**Run 1: nets reached from selected ports**

(4 px per µm)
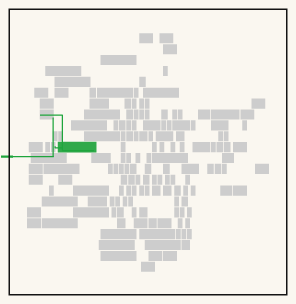
**Run 1: routed metal, one color a layer**

(4 px per µm) Only two layers are drawn.
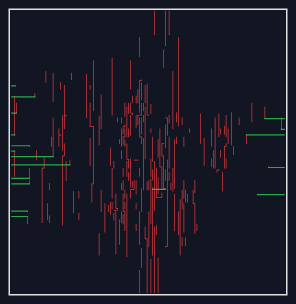
**Run 1: ports around the boundary**

(6 px per µm) Pins as bars across the die edge, other pins in gray.
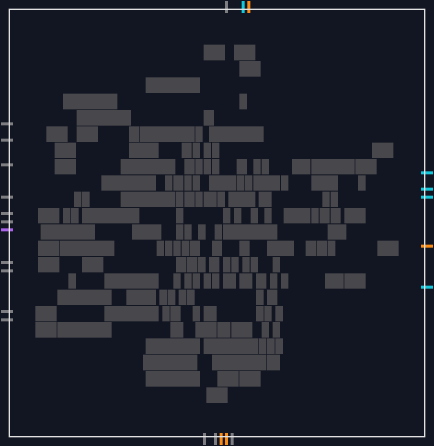
**src/rtl/fifo_pkg.sv**
```systemverilog
// fifo_pkg: shared pointer width default and Gray/binary conversions for both FIFO controllers.
package fifo_pkg;

    localparam int POINTER_WIDTH_DEF = 4;
    localparam int PTR_MAX = 32;

    typedef logic [PTR_MAX-1:0] ptr_t;

    // Callers zero-extend narrower pointers into ptr_t and slice the result back.
    function automatic ptr_t bin2gray(input ptr_t b);
        return b ^ (b >> 1);
    endfunction

    function automatic ptr_t gray2bin(input ptr_t g);
        ptr_t b;
        b[PTR_MAX-1] = g[PTR_MAX-1];
        for (int i = PTR_MAX - 2; i >= 0; i--) b[i] = b[i+1] ^ g[i];
        return b;
    endfunction

endpackage

```
**src/rtl/sync_2ff.sv**
```systemverilog
// sync_2ff: two-flop synchronizer with asynchronous active-high reset.
module sync_2ff #(
    parameter int WIDTH = 1
) (
    input  logic             clk,
    input  logic             rst,
    input  logic [WIDTH-1:0] d,
    output logic [WIDTH-1:0] q
);

    logic [WIDTH-1:0] stage1_q;
    logic [WIDTH-1:0] sync_q;

    always_ff @(posedge clk or posedge rst) begin
        if (rst) begin
            stage1_q <= '0;
            sync_q   <= '0;
        end else begin
            stage1_q <= d;
            sync_q   <= stage1_q;
        end
    end

    assign q = sync_q;

endmodule

```
**src/rtl/fifo_rd_ctrl.sv**
```systemverilog
// fifo_rd_ctrl: read-side controller of an async FIFO; tracks the read pointer,
// synchronizes the Gray write pointer and derives empty, level and underflow.
module fifo_rd_ctrl
    import fifo_pkg::*;
#(
    parameter int POINTER_WIDTH = POINTER_WIDTH_DEF
) (
    input  logic                     clk_r,
    input  logic                     rst,
    input  logic                     rd_en,
    input  logic [POINTER_WIDTH:0]   w_ptr_g,
    output logic [POINTER_WIDTH:0]   r_ptr_g,
    output logic [POINTER_WIDTH-1:0] r_addr,
    output logic                     empty,
    output logic [POINTER_WIDTH:0]   rd_level,
    output logic                     underflow
);

    localparam int PW = POINTER_WIDTH;

    logic [PW:0] w_ptr_s;
    logic [PW:0] w_bin;
    logic [PW:0] r_bin_q, r_bin_d;
    logic [PW:0] r_ptr_g_q, r_ptr_g_d;
    logic        empty_q, empty_d;
    logic        underflow_q, underflow_d;
    logic        rd_ok;
    ptr_t        r_gray_x, w_bin_x;
    logic        unused_hi;

    sync_2ff #(.WIDTH(PW + 1)) u_sync (
        .clk (clk_r),
        .rst (rst),
        .d   (w_ptr_g),
        .q   (w_ptr_s)
    );

    always_comb begin
        rd_ok       = rd_en & ~empty_q;
        r_bin_d     = r_bin_q + {{PW{1'b0}}, rd_ok};
        r_gray_x    = bin2gray(ptr_t'(r_bin_d));
        r_ptr_g_d   = r_gray_x[PW:0];
        // Compare against the pointer synchronized so far; a write arriving on this edge clears empty next edge.
        empty_d     = r_ptr_g_d == w_ptr_s;
        underflow_d = rd_en & empty_q;
        w_bin_x     = gray2bin(ptr_t'(w_ptr_s));
        w_bin       = w_bin_x[PW:0];
    end

    always_ff @(posedge clk_r or posedge rst) begin
        if (rst) begin
            r_bin_q     <= '0;
            r_ptr_g_q   <= '0;
            empty_q     <= 1'b1;
            underflow_q <= 1'b0;
        end else begin
            r_bin_q     <= r_bin_d;
            r_ptr_g_q   <= r_ptr_g_d;
            empty_q     <= empty_d;
            underflow_q <= underflow_d;
        end
    end

    assign unused_hi = ^{r_gray_x[PTR_MAX-1:PW+1], w_bin_x[PTR_MAX-1:PW+1]};
    assign r_ptr_g   = r_ptr_g_q;
    assign r_addr    = r_bin_q[PW-1:0];
    assign empty     = empty_q;
    assign underflow = underflow_q;
    assign rd_level  = w_bin - r_bin_q;

endmodule

```
**config.mk**
```make
export PLATFORM = sky130hd
export DESIGN_NAME = fifo_rd_ctrl
export DESIGN_NICKNAME = d
export VERILOG_FILES = /design/src/rtl/fifo_pkg.sv /design/src/rtl/sync_2ff.sv /design/src/rtl/fifo_rd_ctrl.sv
export SDC_FILE = /design/constraint.sdc
export NUM_CORES = 1
export LEC_CHECK = 0
export ABC_AREA = 1
export CAP_MARGIN = 15
export CORE_AREA = 4 4 65 67
export CTS_CLUSTER_DIAMETER = 200
export CTS_CLUSTER_SIZE = 30
export DETAILED_ROUTE_END_ITERATION = 8
export DIE_AREA = 0 0 69 71
export PLACE_DENSITY = 0.62
export SYNTH_ARGS = -nofsm -noshare
export SYNTH_HDL_FRONTEND = slang
export SYNTH_SLANG_ARGS = --single-unit
```
**constraint.sdc**
```tcl
create_clock -name clk_r -period 4.4 [get_ports clk_r]
set_clock_uncertainty 0.05 [all_clocks]
set_input_delay 0.88 -clock clk_r [delete_from_list [all_inputs] [get_ports clk_r]]
set_output_delay 0.88 -clock clk_r [all_outputs]
set_load 0.005 [all_outputs]
```
==> impl_metrics.json, run 1 <==
{
  "status": "completed",
  "synth.cell_area_um2": 1056,
  "edf_count": 0,
  "largest_area_cell": "dfrtp_1",
  "via_count": 880,
  "dp.cells": 199,
  "layout_min_cycle_time_ns": 3.830,
  "ys_top_cells_by_count": "nand2_1 (45), dfrtp_1 (20), inv_1 (20), nand3_1 (15)",
  "slowest_stage": "clkdlybuf4s50_1",
  "totalPowerFinal_uw": 956.6,
  "bufAreaShareNonClock_pct": 16.53,
  "ff_count": 21,
  "dp_hpwl_um": 1676,
  "antenna_found_initial": 0,
  "tns_ns": 0,
  "crit_arrival_ns": 2.90,
  "crit_path_frequent_cell": "nand2_1",
  "dr.pass1.iters": 4,
  "reg2reg_from": "empty",
  "dominant_cells": "registers",
  "post-route-period-util_pct": 87.04,
  "synth_top_area_share_pct": 47.39,
  "crit_end": "rd_level[4]",
  "ff_type": "dfrtp_1",
  "synth_cell_types": 16,
  "ys_cells": 128
}
## Picture notes: 'nets reached from selected ports'
empty: marked green, bits 1, direction output, end cells 1, buffers 1, wire 44.4 µm.
Port Buffer Count: 23
Ports: 24

## Picture notes: 'routed metal, one color a layer'
metal 2: marked red, wire length 1000 µm. metal 3: marked green, wire length 83.7 µm.

## Picture notes: 'ports around the boundary'
empty: marked purple, pins 1, direction output, edge left. rd_level: marked cyan, pins 5, direction output, edge 4 right, 1 top. r_addr: marked orange, pins 4, direction output, edge 2 bottom, 1 top, 1 right.
Chip Width: 69 µm
DIE HEIGHT: 71 µm

-- run 1: per-layer routing --
layer | GRT usage (%) | vias to the layer above
met1 | 10.08 | 414
met4 | 3.905 | 0
met2 | 15.68 | 18
met3 | 1.705 | 2
li1 | - | 446
met5 | 0 | -
-- run 1: where the power goes --
group | switching (mW) | internal (mW) | leakage (nW)
clock network | 0.0576 | 0.0629 | 0.0255
registers | 0.0445 | 0.246 | 0.248
logic | 0.263 | 0.283 | 0.452
total | 0.365 | 0.592 | 0.726
-- run 1: registers in the layout, summed over array words and instances, names as in the netlist --
signal / flops
r_ptr_g: 4
empty: 1
u_sync.q: 5
r_bin_q: 5
underflow: 1
u_sync.stage1_q: 5
==> run 2: changes to the inputs <==
--- a/config.mk
+++ b/config.mk
@@ -7,12 +7,13 @@
 export LEC_CHECK = 0
 export ABC_AREA = 1
 export CAP_MARGIN = 15
+export CELL_PAD_IN_SITES_DETAIL_PLACEMENT = 1
+export CELL_PAD_IN_SITES_GLOBAL_PLACEMENT = 1
 export CORE_AREA = 4 4 65 67
 export CTS_CLUSTER_DIAMETER = 200
-export CTS_CLUSTER_SIZE = 30
 export DETAILED_ROUTE_END_ITERATION = 8
 export DIE_AREA = 0 0 69 71
-export PLACE_DENSITY = 0.62
+export PLACE_DENSITY = 0.76
 export SYNTH_ARGS = -nofsm -noshare
 export SYNTH_HDL_FRONTEND = slang
 export SYNTH_SLANG_ARGS = --single-unit
**Run 2: nets reached from selected ports**

(4 px per µm)
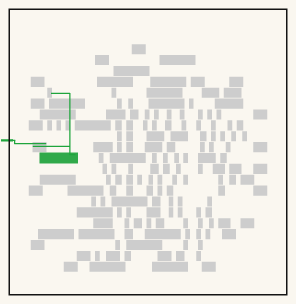
empty: marked green, bits 1, direction output, end cells 1, buffers 1, wire 39.8 µm.

==> run 2 against run 1 <==
Sequential share of layout area is essentially flat. Clock power is 3% higher. Critical path type unchanged. Core utilization barely moved. Largest power group unchanged. Final cell count is the same. Power up 1.7%. Maximum frequency down 0.61%. Register-to-register slack about the same. Largest cell class unchanged. Worst setup slack lost 0.023 ns.
==> impl_metrics.json, run 2 <==
{
  "slowest_stage": "clkdlybuf4s50_1",
  "use_met2_pct": 20.23,
  "crit_path_frequent_cell": "nand2_1",
  "synth_top_area_share_pct": 47.39,
  "dp.cells": 199,
  "via_count": 905,
  "dp_hpwl_um": 2067,
  "switching_share_pct": 38.93,
  "synth_cell_types": 16,
  "tns_ns": 0,
  "seqPwrFrac_pct": 30.0,
  "p_comb_uw": 557,
  "largest_area_cell": "dfrtp_1",
  "crit_arrival_ns": 2.92,
  "synth.cell_area_um2": 1056,
  "status": "completed",
  "die_h_um": 71,
  "grt_use_met3_pct": 1.847,
  "die_w_um": 69,
  "pg_clk_uw": 124,
  "clkPwrFrac_pct": 12.8,
  "layout_min_cycle_time_ns": 3.853,
  "power_frac_comb_pct": 57.3,
  "powerSeq_uw": 292,
  "reg2reg_from": "empty",
  "port_buffers": 23,
  "post-route-period-util_pct": 87.57,
  "met1_usage_pct": 12.11,
  "fin_util_pct": 38.29,
  "power_leader": "combinational cells",
  "io_pins": 24
}
-- run 2: logic make-up (layout without fill, tap and decap cells) --
kind of cell               Yosys count  after routing  share of synthesized area (%)
xor gates and xnor gates             3              3                          2.489
adders and majority gates            7              7                          9.005
buffers and inverters               22             49                          7.819
and+or+nand+nor                     71             71                          28.91
AOI/OAI and AO/OA                    4              4                          1.896
DFF                                 21             21                          49.88
-- run 2: area by class of cell --
| class | count | area [µm²] | area share, % |
|---|---|---|---|
| well taps | 48 | 60.06 | 4.317 |
| repair buffers | 23 | 230.2 | 16.55 |
| inverters | 22 | 82.58 | 5.935 |
| flip-flops and latches | 21 | 526.8 | 37.86 |
| multi-input cells | 85 | 446.7 | 32.10 |
| clock buffers | 4 | 45.04 | 3.237 |
Power and IR drop assume default switching activity.
